### src/rtl/logic_unit_serial.sv
// Multi-cycle bitwise logic unit: AND/OR/XOR/NOR of two WIDTH-bit operands,
// one SLICE-bit slice per clock, with valid/ready handshakes on both sides.
module logic_unit_serial #(
  parameter int WIDTH = 32,
  parameter int SLICE = 8
) (
  input  logic             clk,
  input  logic             rst_n,
  input  logic             in_valid,
  output logic             in_ready,
  input  logic [WIDTH-1:0] a,
  input  logic [WIDTH-1:0] b,
  input  logic [1:0]       op,
  output logic             out_valid,
  input  logic             out_ready,
  output logic [WIDTH-1:0] result,
  output logic             zero
);

  localparam int N  = WIDTH / SLICE;
  localparam int CW = (N > 1) ? $clog2(N) : 1;
  localparam logic [CW-1:0] LAST = CW'(N - 1);

  typedef enum logic [1:0] {IDLE, RUN, DONE} state_t;

  state_t           state;
  logic [WIDTH-1:0] a_q, b_q;
  logic [1:0]       op_q;
  logic [CW-1:0]    cnt;

  int               base;
  logic [SLICE-1:0] sa, sb, sr;
  logic [WIDTH-1:0] nxt;

  // nxt is the result with the current slice merged in, so zero can be
  // derived from the complete value on the same edge the last slice lands.
  always_comb begin
    base = SLICE * int'(cnt);
    sa   = a_q[base +: SLICE];
    sb   = b_q[base +: SLICE];
    case (op_q)
      2'b00:   sr = sa & sb;
      2'b01:   sr = sa | sb;
      2'b10:   sr = sa ^ sb;
      default: sr = ~(sa | sb);
    endcase
    nxt = result;
    nxt[base +: SLICE] = sr;
  end

  always_ff @(posedge clk) begin
    if (!rst_n) begin
      state     <= IDLE;
      cnt       <= '0;
      result    <= '0;
      zero      <= 1'b0;
      out_valid <= 1'b0;
      in_ready  <= 1'b1;
      a_q       <= '0;
      b_q       <= '0;
      op_q      <= '0;
    end else begin
      case (state)
        IDLE: begin
          if (in_valid && in_ready) begin
            a_q      <= a;
            b_q      <= b;
            op_q     <= op;
            result   <= '0;
            cnt      <= '0;
            in_ready <= 1'b0;
            state    <= RUN;
          end
        end
        RUN: begin
          result <= nxt;
          if (cnt == LAST) begin
            zero      <= (nxt == '0);
            out_valid <= 1'b1;
            cnt       <= '0;
            state     <= DONE;
          end else begin
            cnt <= cnt + 1'b1;
          end
        end
        DONE: begin
          if (out_ready) begin
            out_valid <= 1'b0;
            in_ready  <= 1'b1;
            state     <= IDLE;
          end
        end
        default: state <= IDLE;
      endcase
    end
  end

endmodule
### config.mk
export PLATFORM = sky130hd
export DESIGN_NAME = logic_unit_serial
export DESIGN_NICKNAME = d
export VERILOG_FILES = /design/src/rtl/logic_unit_serial.sv
export SDC_FILE = /design/constraint.sdc
export NUM_CORES = 1
export LEC_CHECK = 0
export CAP_MARGIN = 15
export CORE_AREA = 3 3 111 113
export CTS_CLUSTER_DIAMETER = 30
export DETAILED_ROUTE_END_ITERATION = 6
export DIE_AREA = 0 0 114 116
export PLACE_DENSITY = 0.8
export SLEW_MARGIN = 20
export SYNTH_ARGS = -nofsm -noshare
export SYNTH_HDL_FRONTEND = slang
export SYNTH_SLANG_ARGS = --single-unit
### constraint.sdc
create_clock -name clk -period 3.5 [get_ports clk]
set_input_delay 0.7 -clock clk [delete_from_list [all_inputs] [get_ports clk]]
set_output_delay 0.7 -clock clk [all_outputs]
set_load 0.1 [all_outputs]
Figure 1. Clock wires, drivers and flops.
Scale bar: 20 µm.
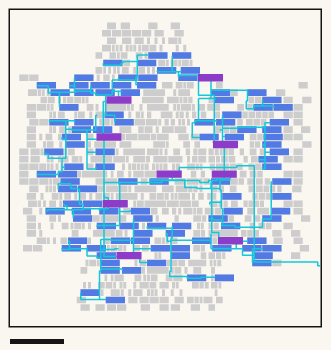
[cyan] clock wires | length: 1,090 µm
[purple] clock-net drivers | count: 9
[blue] flip-flops | count: 105
routed clock nets	10
Worst Clk Skew: 0.00769 ns
clock network fraction of design power: 0.364
Worst-Skew Late Latency: 0.35 ns
clock group power: 1010 µW

Figure 2. Met3 routing.
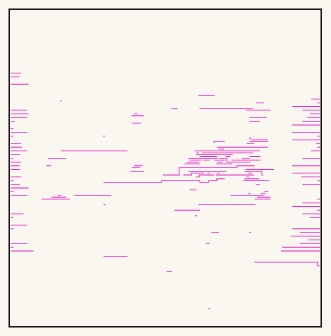
wire length on this layer	869 µm
main direction	horizontal
nets with wire on the layer	118
share of all routed wire	7.0%
longest straight run	24.1 µm
total detailed-routing wirelength: 12,500 µm
total vias in the final route: 4,469
global routing usage on met3: 0.0329

Figure 3. Placed standard cells.
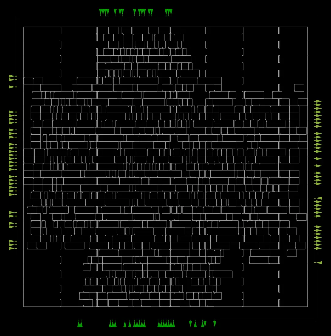
Tapcell Cnt: 143
flop share of the area: 0.322
Layout Utilization: 0.572
placeable core region: 11,400 µm²

Figure 4. Pin placement.
Pins as bars across the die edge, other pins in grey.
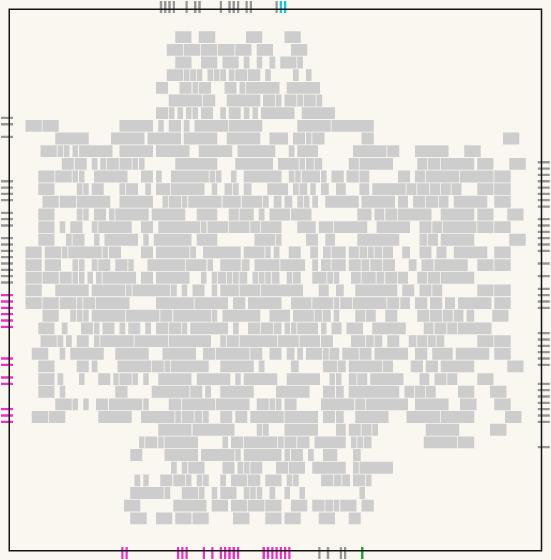
colour	port	pins	direction	edge
green	`out_valid`	1	output	bottom
magenta	`a`	32	input	19 bottom, 13 left
cyan	`op`	2	input	top
Vert. Die Dim: 116 µm
width of the chip: 114 µm
number of port buffers: 104

Figure 5. Local utilization.
The die is cut into 11 by 12 equal tiles; white is low, dark blue is high, 0 to 100% covered.
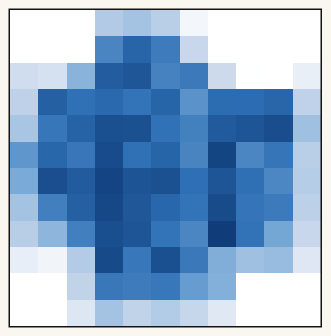
mean over tiles	48%
nearly empty tiles	20%
tiles over 75% full	27%
densest ninth of the die	middle
floorplan core density: 0.448

-- flip-flops by register name (all words and copies together) (netlist names) --
signal,flops
cnt,2
result,32
a_q,32
op_q,2
b_q,32
in_ready,1
out_valid,1
state,2
zero,1
-- worst paths after layout --
check | start | to | slack, ns | depth (start not counted)
max | cnt[0] | zero | 0.36 | 10
min | a_q[0] | a_q[0] | 0.47 | 2
max reg2reg | cnt[0] | zero | 0.36 | 10
min reg2reg | a_q[0] | a_q[0] | 0.47 | 2
-- synthesized netlist by cell type (all sizes together) (2+ instances only) --
cell    instances  share of area
a21boi         70           0.10
dfxtp         105           0.41
nand2b          3         0.0037
mux4           16          0.070
clkbuf         25          0.018
ha             22          0.054
nand4           2         0.0024
o21ai          17          0.017
nor3            8         0.0098
o41ai           2         0.0034
a21oi          15          0.015
nor4            6         0.0098
nand3           4         0.0039
buf            13          0.015
nor2b          36          0.044
mux2            7          0.017
nand2         154           0.11
inv            22          0.016
nor2            6         0.0044
a22oi          31          0.046
-- power by group --
part | internal [µW] | total, µW | switching [µW]
Clock | 559 | 1010 | 448
Sequential | 1250 | 1290 | 41.4
Combinational | 217 | 466 | 249
-- area by class of cell --
class,instances,area (µm²)
clock buffers,9,225
multi-input cells,414,2770
well taps,143,179
inverters,22,82.6
repair buffers,114,1100
fillers,1007,4880
flip-flops and latches,105,2100
clock inverters,7,76.3
-- cells by family after synthesis --
group,after synthesis,share of synthesized area
AND-OR/OR-AND,144,0.197
adder cells (fa/ha/maj),22,0.0538
buffers and inverters,60,0.0494
flip-flops,105,0.411
multiplexers,23,0.0874
AND/OR/NAND/NOR,225,0.201
-- worst max-delay path, delay by kind of cell (launching register included) --
| family | cells | cell delay (ns) |
|---|---|---|
| simple gates | 2 | 0.25 |
| buf+inv | 2 | 0.36 |
| compound gates | 3 | 1.03 |
| mux | 2 | 0.87 |
| fa+ha+maj | 1 | 0.22 |
| flops | 1 | 0.33 |
-- routing by layer --
layer  wire length, µm  up-vias  GRT usage
met5                 0        -          0
met4               329        0     0.0752
met3               869       37     0.0329
met2              6120      199      0.332
met1              5200     2067      0.241
li1                  -     2166          -
-- per-stage QoR --
stage / utilization / instances / area (µm²) / total power (µW) / hold WS (ns)
floorplan: - / 579 / 5110 / 1610 / 0.440
global placement: 0.546 / 798 / 6230 / 1760 / 0.452
detailed placement: 0.546 / 798 / 6230 / 1780 / 0.459
CTS: 0.572 / 814 / 6530 / 2770 / 0.470
global route: 0.572 / 814 / 6530 / 2870 / 0.488
finish: 0.572 / 814 / 6530 / 2760 / 0.466
==> tab_implementation.tex <==
% Yosys + OpenROAD metrics
\begin{tabular}{lr}
\hline
Metric & Value \\
\hline
\multicolumn{2}{l}{\textbf{Placed design}} \\
Routability-driven placement congestion ratio & 0.940 \\
Detail Placement HPWL & 9520 µm \\
Placement-stage worst setup slack & 0.447 ns \\
\multicolumn{2}{l}{\textbf{CTS}} \\
Clock sink total & 105 \\
H-tree level count & 3 \\
Clk root buf & sky130\_fd\_sc\_hd\_\_clkbuf\_16 \\
Clock-pin slew of the registers on the worst-case setup and hold paths & 0.07 ns \\
Post-cts repair resize count & 0 \\
Post-CTS Hold Fix Bufs & 0 \\
Maximum clock path buffer count & 2 \\
Number of buffers added for setup after CTS & 0 \\
TritonCTS buffer count & 9 \\
TritonCTS clock tree & built \\
\multicolumn{2}{l}{\textbf{Final timing}} \\
Post-route setup TNS & 0 ns \\
Final count of pins violating max slew & 0 \\
Slew at the pin closest to its max-slew limit & 0.976 ns \\
Setup violators final & 0 \\
F\_max & 318 MHz \\
Final count of hold timing violations & 0 \\
Final Worst Setup Slack & 0.360 ns \\
Crit share post-route & 0.897 \\
Max transition margin & 0.347 \\
Clock period minus final worst setup slack & 3.14 ns \\
Setup repair after global routing missed its margin & false \\
\multicolumn{2}{l}{\textbf{Die}} \\
Placement Rows & 39 \\
Number of top-level pins & 105 \\
Chip area & 13,200 µm² \\
\multicolumn{2}{l}{\textbf{Critical path}} \\
Stage delay of the slowest cell on the critical path & 0.58 ns \\
Ordered cell list for the critical path & buf\_4 > mux4\_2 > inv\_1 > ha\_1 > mux2\_1 > nand2\_1 > o21ai\_1 > a2111oi\_0 > nand4b\_1 > o31ai\_1 \\
Largest fanout of any net on the critical path & 16 \\
Endpoint required time on the critical path & 3.76 ns \\
Slowest stage cell on the critical path & sky130\_fd\_sc\_hd\_\_a2111oi\_0 \\
Critical path startpoint category & flop \\
Data arrival, critical path & 3.40 ns \\
Critical path type & flop to flop \\
Setup crit end kind & flop \\
\multicolumn{2}{l}{\textbf{Routing}} \\
Via density & 5.49 \\
Iteration-0 DRC Markers & 345 \\
Average routed wire per standard cell & 15.4 µm \\
\# DRC & 0 \\
ANT nets after route & 0 \\
First-pass detailed-route iteration total & 5 \\
\multicolumn{2}{l}{\textbf{Layout}} \\
Most numerous logic cells after layout & 154 x sky130\_fd\_sc\_hd\_\_nand2\_1, 105 x sky130\_fd\_sc\_hd\_\_dfxtp\_1, 100 x sky130\_fd\_sc\_hd\_\_clkdlybuf4s50\_1, 70 x sky130\_fd\_sc\_hd\_\_a21boi\_0, 36 x sky130\_fd\_sc\_hd\_\_nor2b\_1 \\
Synth-to-Final Area Change & 27.8\% \\
Inserted Diodes & 0 \\
Fraction of layout cells with a size suffix above 1 & 0.0864 \\
Most numerous logic cell after layout & sky130\_fd\_sc\_hd\_\_nand2\_1 \\
Net count of the finished layout & 758 \\
\multicolumn{2}{l}{\textbf{Global route}} \\
GRT Util Overall & 0.192 \\
Grt total ovfl & 0 \\
Antenna violations before repair & 0 \\
Number of global-route vias before repair & 4,250 \\
Global-route wire length before repair & 20,600 µm \\
Pin count of the biggest net entering global routing & 70 \\
\multicolumn{2}{l}{\textbf{Min path}} \\
Path class of the lowest-slack min-delay path & flop to flop \\
\multicolumn{2}{l}{\textbf{Yosys}} \\
Sequential element share of the synthesized area & 0.411 \\
Yosys warnings & 0 \\
Post-synthesis cell area & 5110 µm² \\
Leading register cell type out of synthesis & sky130\_fd\_sc\_hd\_\_dfxtp\_1 \\
Number of instances in the synthesized netlist & 579 \\
Number of distinct library cell variants in the gate-level netlist after synthesis & 43 \\
Number of enable flip-flop cells & 0 \\
Yosys cell count & 579 \\
Area of the synthesized netlist per yosys stat & 5110 µm² \\
Synthesized Nets & 671 \\
Async S/R FF share, synth & 0 \\
Syn\_area\_per\_cell & 8.83 µm² \\
Ys flops & 105 \\
\multicolumn{2}{l}{\textbf{Flow run}} \\
Tally of max-capacitance violations & 0 \\
Tally of OpenROAD warnings & 39 \\
\multicolumn{2}{l}{\textbf{Pwr}} \\
Leak & 0.00228 µW \\
Worst IR drop on VDD & 0.196 mV \\
Power per unit of standard cell area & 423 nW/µm² \\
\multicolumn{2}{l}{\textbf{Status}} \\
Result of the run & finished clean \\
\hline
\end{tabular}
Power is estimated from default activity; no workload was simulated.
